## src/rtl/mem_stage.sv

```systemverilog
// Load/store stage: ALU packet in, data-memory req/ready handshake, aligned write-back packet out.
// Optional MEM_MISALIGN_TRAP_EN: trap misaligned half/word accesses instead of issuing them.
module mem_stage #(
    parameter int XLEN           = 32,
    parameter int TIMEOUT_CYCLES = 16
) (
    input  logic            clk,
    input  logic            rst,
    input  logic            valid_i,
    input  logic [XLEN-1:0] alu_val_i,
    input  logic [XLEN-1:0] store_data_i,
    input  logic            mem_read_i,
    input  logic            mem_write_i,
    input  logic            mem_to_reg_i,
    input  logic            reg_write_i,
    input  logic [4:0]      rd_i,
    input  logic [2:0]      funct3_i,
    output logic            stall_o,
    output logic            dmem_req,
    output logic            dmem_we,
    output logic [XLEN-1:0] dmem_addr,
    output logic [XLEN-1:0] dmem_wdata,
    output logic [3:0]      dmem_be,
    input  logic [XLEN-1:0] dmem_rdata,
    input  logic            dmem_ready,
    output logic            wb_valid,
    output logic            wb_reg_write,
    output logic [4:0]      wb_rd,
    output logic [XLEN-1:0] wb_data,
    output logic            bus_err_o,
    output logic            misalign_o
);

    localparam int CW = $clog2(TIMEOUT_CYCLES + 1);

    typedef enum logic {IDLE, ACCESS} state_t;

    state_t          state, state_n;
    logic [CW-1:0]   tmo_cnt, tmo_cnt_n;
    logic [1:0]      cap_lo, cap_lo_n;
    logic [2:0]      cap_f3, cap_f3_n;
    logic            cap_m2r, cap_m2r_n;
    logic            cap_rw, cap_rw_n;
    logic [4:0]      cap_rd, cap_rd_n;
    logic [XLEN-1:0] cap_val, cap_val_n;

    logic            stall_n, req_n, we_n, wb_valid_n, wb_rw_n, bus_err_n, misalign_n;
    logic [XLEN-1:0] addr_n, wdata_n, wb_data_n;
    logic [3:0]      be_n;
    logic [4:0]      wb_rd_n;

    logic            mem_op, trap;
    logic [7:0]      ld_byte;
    logic [15:0]     ld_half;
    logic [XLEN-1:0] load_ext;

    assign mem_op = mem_read_i | mem_write_i;

`ifdef MEM_MISALIGN_TRAP_EN
    always_comb begin
        trap = 1'b0;
        if (mem_op) begin
            case (funct3_i[1:0])
                2'b00:   trap = 1'b0;
                2'b01:   trap = alu_val_i[0];
                default: trap = (alu_val_i[1:0] != 2'b00);
            endcase
        end
    end
`else
    assign trap = 1'b0;
`endif

    // Lane selection and extension of returning load data, from the captured address/size
    always_comb begin
        case (cap_lo)
            2'd0:    ld_byte = dmem_rdata[7:0];
            2'd1:    ld_byte = dmem_rdata[15:8];
            2'd2:    ld_byte = dmem_rdata[23:16];
            default: ld_byte = dmem_rdata[31:24];
        endcase
        ld_half = cap_lo[1] ? dmem_rdata[31:16] : dmem_rdata[15:0];
        case (cap_f3[1:0])
            2'b00:   load_ext = cap_f3[2] ? {{(XLEN-8){1'b0}}, ld_byte}
                                          : {{(XLEN-8){ld_byte[7]}}, ld_byte};
            2'b01:   load_ext = cap_f3[2] ? {{(XLEN-16){1'b0}}, ld_half}
                                          : {{(XLEN-16){ld_half[15]}}, ld_half};
            default: load_ext = dmem_rdata;
        endcase
    end

    always_comb begin
        state_n    = state;
        tmo_cnt_n  = tmo_cnt;
        cap_lo_n   = cap_lo;
        cap_f3_n   = cap_f3;
        cap_m2r_n  = cap_m2r;
        cap_rw_n   = cap_rw;
        cap_rd_n   = cap_rd;
        cap_val_n  = cap_val;
        stall_n    = stall_o;
        req_n      = dmem_req;
        we_n       = dmem_we;
        addr_n     = dmem_addr;
        wdata_n    = dmem_wdata;
        be_n       = dmem_be;
        wb_valid_n = 1'b0;
        wb_rw_n    = 1'b0;
        wb_rd_n    = wb_rd;
        wb_data_n  = wb_data;
        bus_err_n  = 1'b0;
        misalign_n = 1'b0;
        case (state)
            IDLE: begin
                if (valid_i && mem_op && !trap) begin
                    state_n   = ACCESS;
                    tmo_cnt_n = '0;
                    cap_lo_n  = alu_val_i[1:0];
                    cap_f3_n  = funct3_i;
                    cap_m2r_n = mem_to_reg_i;
                    cap_rw_n  = reg_write_i & ~mem_write_i;
                    cap_rd_n  = rd_i;
                    cap_val_n = alu_val_i;
                    stall_n   = 1'b1;
                    req_n     = 1'b1;
                    we_n      = mem_write_i;
                    addr_n    = {alu_val_i[XLEN-1:2], 2'b00};
                    case (funct3_i[1:0])
                        2'b00: begin
                            be_n    = 4'b0001 << alu_val_i[1:0];
                            wdata_n = {(XLEN/8){store_data_i[7:0]}};
                        end
                        2'b01: begin
                            be_n    = alu_val_i[1] ? 4'b1100 : 4'b0011;
                            wdata_n = {(XLEN/16){store_data_i[15:0]}};
                        end
                        default: begin
                            be_n    = 4'b1111;
                            wdata_n = store_data_i;
                        end
                    endcase
                end else if (valid_i) begin
                    // Plain ALU result, or a trapped misaligned access that never reaches the bus
                    wb_valid_n = 1'b1;
                    wb_rw_n    = reg_write_i & ~mem_op;
                    wb_rd_n    = rd_i;
                    wb_data_n  = alu_val_i;
                    misalign_n = trap;
                end
            end
            ACCESS: begin
                if (dmem_ready) begin
                    state_n    = IDLE;
                    stall_n    = 1'b0;
                    req_n      = 1'b0;
                    wb_valid_n = 1'b1;
                    wb_rw_n    = cap_rw;
                    wb_rd_n    = cap_rd;
                    wb_data_n  = cap_m2r ? load_ext : cap_val;
                end else if (tmo_cnt == CW'(TIMEOUT_CYCLES - 1)) begin
                    state_n    = IDLE;
                    stall_n    = 1'b0;
                    req_n      = 1'b0;
                    wb_valid_n = 1'b1;
                    wb_rd_n    = cap_rd;
                    wb_data_n  = cap_val;
                    bus_err_n  = 1'b1;
                end else begin
                    tmo_cnt_n = tmo_cnt + 1'b1;
                end
            end
            default: state_n = IDLE;
        endcase
    end

    always_ff @(posedge clk) begin
        if (rst) begin
            state        <= IDLE;
            tmo_cnt      <= '0;
            cap_lo       <= '0;
            cap_f3       <= '0;
            cap_m2r      <= 1'b0;
            cap_rw       <= 1'b0;
            cap_rd       <= '0;
            cap_val      <= '0;
            stall_o      <= 1'b0;
            dmem_req     <= 1'b0;
            dmem_we      <= 1'b0;
            dmem_addr    <= '0;
            dmem_wdata   <= '0;
            dmem_be      <= '0;
            wb_valid     <= 1'b0;
            wb_reg_write <= 1'b0;
            wb_rd        <= '0;
            wb_data      <= '0;
            bus_err_o    <= 1'b0;
            misalign_o   <= 1'b0;
        end else begin
            state        <= state_n;
            tmo_cnt      <= tmo_cnt_n;
            cap_lo       <= cap_lo_n;
            cap_f3       <= cap_f3_n;
            cap_m2r      <= cap_m2r_n;
            cap_rw       <= cap_rw_n;
            cap_rd       <= cap_rd_n;
            cap_val      <= cap_val_n;
            stall_o      <= stall_n;
            dmem_req     <= req_n;
            dmem_we      <= we_n;
            dmem_addr    <= addr_n;
            dmem_wdata   <= wdata_n;
            dmem_be      <= be_n;
            wb_valid     <= wb_valid_n;
            wb_reg_write <= wb_rw_n;
            wb_rd        <= wb_rd_n;
            wb_data      <= wb_data_n;
            bus_err_o    <= bus_err_n;
            misalign_o   <= misalign_n;
        end
    end

endmodule

```

## config.mk

```make
export PLATFORM = sky130hd
export DESIGN_NAME = mem_stage
export DESIGN_NICKNAME = d
export VERILOG_FILES = /design/src/rtl/mem_stage.sv
export SDC_FILE = /design/constraint.sdc
export NUM_CORES = 1
export LEC_CHECK = 0
export CORE_ASPECT_RATIO = 0.9
export CORE_UTILIZATION = 49
export DETAILED_ROUTE_END_ITERATION = 16
export PLACE_DENSITY = 0.87
export SYNTH_ARGS = -nofsm -noshare
export SYNTH_HDL_FRONTEND = slang
export SYNTH_SLANG_ARGS = --single-unit
```

## constraint.sdc

```tcl
create_clock -name clk -period 4.6 [get_ports clk]
set_clock_uncertainty 0.15 [all_clocks]
set_input_delay 0.46 -clock clk [delete_from_list [all_inputs] [get_ports clk]]
set_output_delay 0.46 -clock clk [all_outputs]
set_load 0.02 [all_outputs]
```

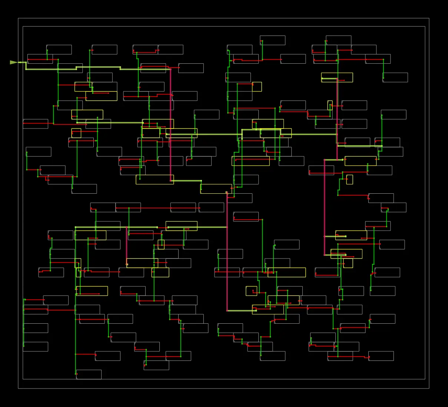
(clock wiring as the flow saved it)
Clk. pwr: 1.38 mW
Flops: 126
clock net sink count: 126

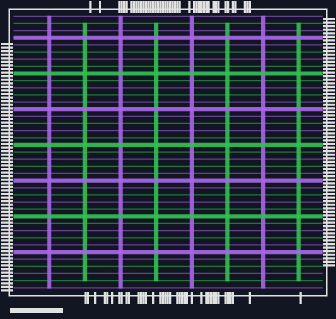
(floorplan with the power grid)
Bar = 20 µm. Pins as bars on the die edge.
Key: green = VDD; purple = VSS
The core has 38 rows. 7 straps on met5. 39 met1 rails follow the rows. 224 signal pins sit on the boundary.
area of the core: 12200 µm²
Die W: 120 µm
Die H: 108 µm

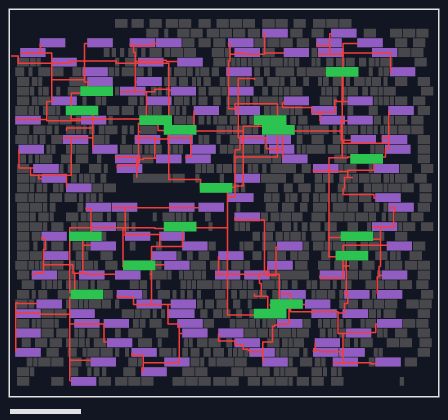
(clock wires, drivers and flops)
Bar = 20 µm.
Key: green = clock drivers [count 17]; purple = flip-flops [count 126]; red = clock wires [length 1620 µm]
Position of the flops: spread over the die. There are 18 routed clock nets.
clock power share: 0.427
clk latency late pin: 0.41 ns

==> Slide: Implementation Results <==
Run Summary

Synth
  • Cells after synthesis: between 700 and 800
  • Mapped cell area: 6170 µm²
  • Async SR Flop Fraction: 0
  • #FFs+latches synth: 126
  • Distinct lib cells: ~58
  • Yosys cell count: approximately 760
  • Number of synthesized flops with an enable pin: 0
  • Dominant cell area share: 0.409
  • Primary FF master, synth: dfxtp_1
  • Seq share, synth: 0.409
  • Chip area in the Yosys report: about 6200 µm²
  • Most area-hungry cell type in the Yosys netlist: dfxtp_1
  • Cell area leaders: dfxtp_1 41%, nand2_1 9.8%, a21oi_1 7.1%
  • Synth warn: 0
  • Average cell area after synthesis: about 8 µm²

Global route
  • Pin count of the biggest net entering global routing: ~80
  • First-pass GRT wire length: 31400 µm
  • Tot GR Track Use: 0.311
  • Total gr overflow: 0
  • Vias in the first global route: about 6k

Die
  • Rows: 38
  • Chip area: roughly 13000 µm²
  • Init Core Util: 0.507
  • # IOs: approximately 220

Final timing
  • Fmax: approximately 340 MHz
  • Post-route setup TNS: 0 ns
  • Final setup viols: 0
  • Slew Viols, Final: 0
  • RSZ-0062 raised after global routing: no
  • Actual slew at the worst max-slew pin: slightly above 0.9 ns
  • Worst slew margin: 0.389
  • Cycle use final: 0.648
  • Tmin final: around 3.0 ns
  • Final Hold Vio Count: 0

Routing
  • Initial DRT Pass Iterations: 5
  • Routed via count: 6464
  • Routed len/inst: 18.5 µm
  • DRC: 0
  • Drt total wl: slightly above 20000 µm
  • Drt initial violations: 817
  • Vias per cell: a little under 6

Clocking
  • Clock Root Buffer: clkbuf_16
  • Clk buf depth: 2
  • CTS tree: yes
  • Post-CTS setup buffer count: 0
  • Cts-stage hold buffer count: 0
  • CTS buffer count: 17
  • H-tree levels: 4
  • PostCTS Resize Cnt: 0
  • Clock transition at the registers of the reported paths: roughly 0.060 ns

Final layout
  • Commonest Layout Cell: clkdlybuf4s50_1
  • Share of cells above drive strength 1: 0.0772
  • Synth-to-layout area growth: 44.3%
  • Final nets: between 1k and 1.5k
  • Most frequent cells in the layout: 219 x clkdlybuf4s50_1, 161 x nand2_1, 125 x dfxtp_1, 88 x a21oi_1, 41 x nor2_1
  • ANT cells: 0

Power and ir drop
  • Internal: about 2.4 mW
  • Power Density: between 300 and 400 nW/µm²
  • Switch Pwr: around 0.89 mW
  • Worst vdd ir: about 220 µV
  • Sw Share: 0.275
  • Leak Pwr: about 3.2 nW
  • Comb pwr share: 0.198
  • Flop pwr share: 0.375

Placement
  • IO buf count: 220
  • Gpl congestion: 0.914
  • Hpwl dp: 13800 µm

Run status
  • Status: complete, no violations

Flow run
  • Tool warning count: 26
  • Max Cap Viol: 0

Hold path
  • HP Class: flip-flop to flip-flop
  • Worst hold start: dmem_wdata[0]$_SDFFE_PP0P_

Critical path
  • Crit-path cells: buf_4, o21ai_0, and2_4, a211oi_4, a221oi_1
  • Endpoint class of the critical path: flip-flop
  • CP startpoint kind: flip-flop
  • R2R Path Start: state$_SDFF_PP0_
  • Crit path max fanout: approximately 57
  • Slowest Stage Delay on Critical Path: approximately 0.76 ns
  • Critical path launch point: state$_SDFF_PP0_
  • Required @ worst endpoint: around 4.7 ns
  • Critical path class: flip-flop to flip-flop
  • Slowest CP cell: a211oi_4
  • CP Data Arrival Time: roughly 3.1 ns
==> kinds of logic after synthesis <==
family                     share of synthesized area
and+or+nand+nor                                0.192
other                                       0.000607
adders and majority gates                    0.00405
muxes                                         0.0488
buffers and inverters                         0.0598
DFF                                            0.409
AOI/OAI and AO/OA                              0.283
xor gates and xnor gates                     0.00284
==> metal layers <==
metal	share of wire	global-route usage	wire, µm	up-vias
met5	0	0	0	-
met4	0.025	0.116	504	0
met3	0.12	0.102	2400	40
met2	0.47	0.522	9640	409
met1	0.39	0.371	7950	2952
li1	-	-	-	3063
==> cell usage after synthesis, drive strengths merged (6+ instances only) <==
cell	n
nand2	163
dfxtp	126
a21oi	88
clkbuf	50
nor2	41
o21ai	37
mux2i	29
a221oi	25
buf	23
nor2b	23
a211oi	19
o21a	16
or2	10
a311oi	9
a222oi	8
o311ai	8
a22o	7
inv	7
nor3	6
==> final cells by class <==
class	count	area (µm²)
multi-input cells	553	3300
fillers	958	3260
flip-flops and latches	126	2520
repair buffers	227	2250
clock buffers	22	474
well taps	160	200
clock inverters	10	136
inverters	7	26.3
==> final timing paths <==
| kind | slack (ns) | cells past startpoint | end |
|---|---|---|---|
| setup / recovery | 1.62 | 5 | wb_data[18]$_SDFFE_PP0P_ |
| hold / removal | 0.30 | 2 | dmem_wdata[0]$_SDFFE_PP0P_ |
| setup reg to reg | 1.62 | 5 | wb_data[18]$_SDFFE_PP0P_ |
| hold reg to reg | 0.30 | 2 | dmem_wdata[0]$_SDFFE_PP0P_ |
==> power by group through the flow <==
stage	Clock, mW	Combinational, mW	Sequential (mW)
finish	1.38	0.644	1.21
global placement	0	0.627	1.23
detailed placement	0	0.634	1.24
CTS	1.39	0.640	1.21
global route	1.44	0.689	1.22
floorplan	0	0.274	1.30
==> registers in the layout, summed over array words and instances (netlist names), 3 cells and up <==
name        flops
cap_rd          5
dmem_wdata     32
wb_data        32
wb_rd           5
tmo_cnt         5
cap_f3          3
dmem_be         4
cap_val        31
==> metrics by stage <==
| step | area, µm² | utilization | hold WS [ns] | worst slack (ns) | std cells |
|---|---|---|---|---|---|
| after floorplan | 6180 | - | 0.282 | 2.28 | 759 |
| after global placement | 8300 | 0.682 | 0.291 | 1.50 | 1073 |
| after detailed placement | 8300 | 0.682 | 0.300 | 1.45 | 1073 |
| after CTS | 8910 | 0.732 | 0.307 | 1.67 | 1105 |
| after global routing | 8910 | 0.732 | 0.322 | 1.48 | 1105 |
| final | 8910 | 0.732 | 0.305 | 1.62 | 1105 |
==> critical path: cells and delay by family (launching register included) <==
kind	cells	cell delay, ns
AND-OR/OR-AND	3	1.39
buffers and inverters	1	0.50
flip-flops	1	0.37
AND/OR/NAND/NOR	1	0.37
Power and IR drop assume default switching activity.
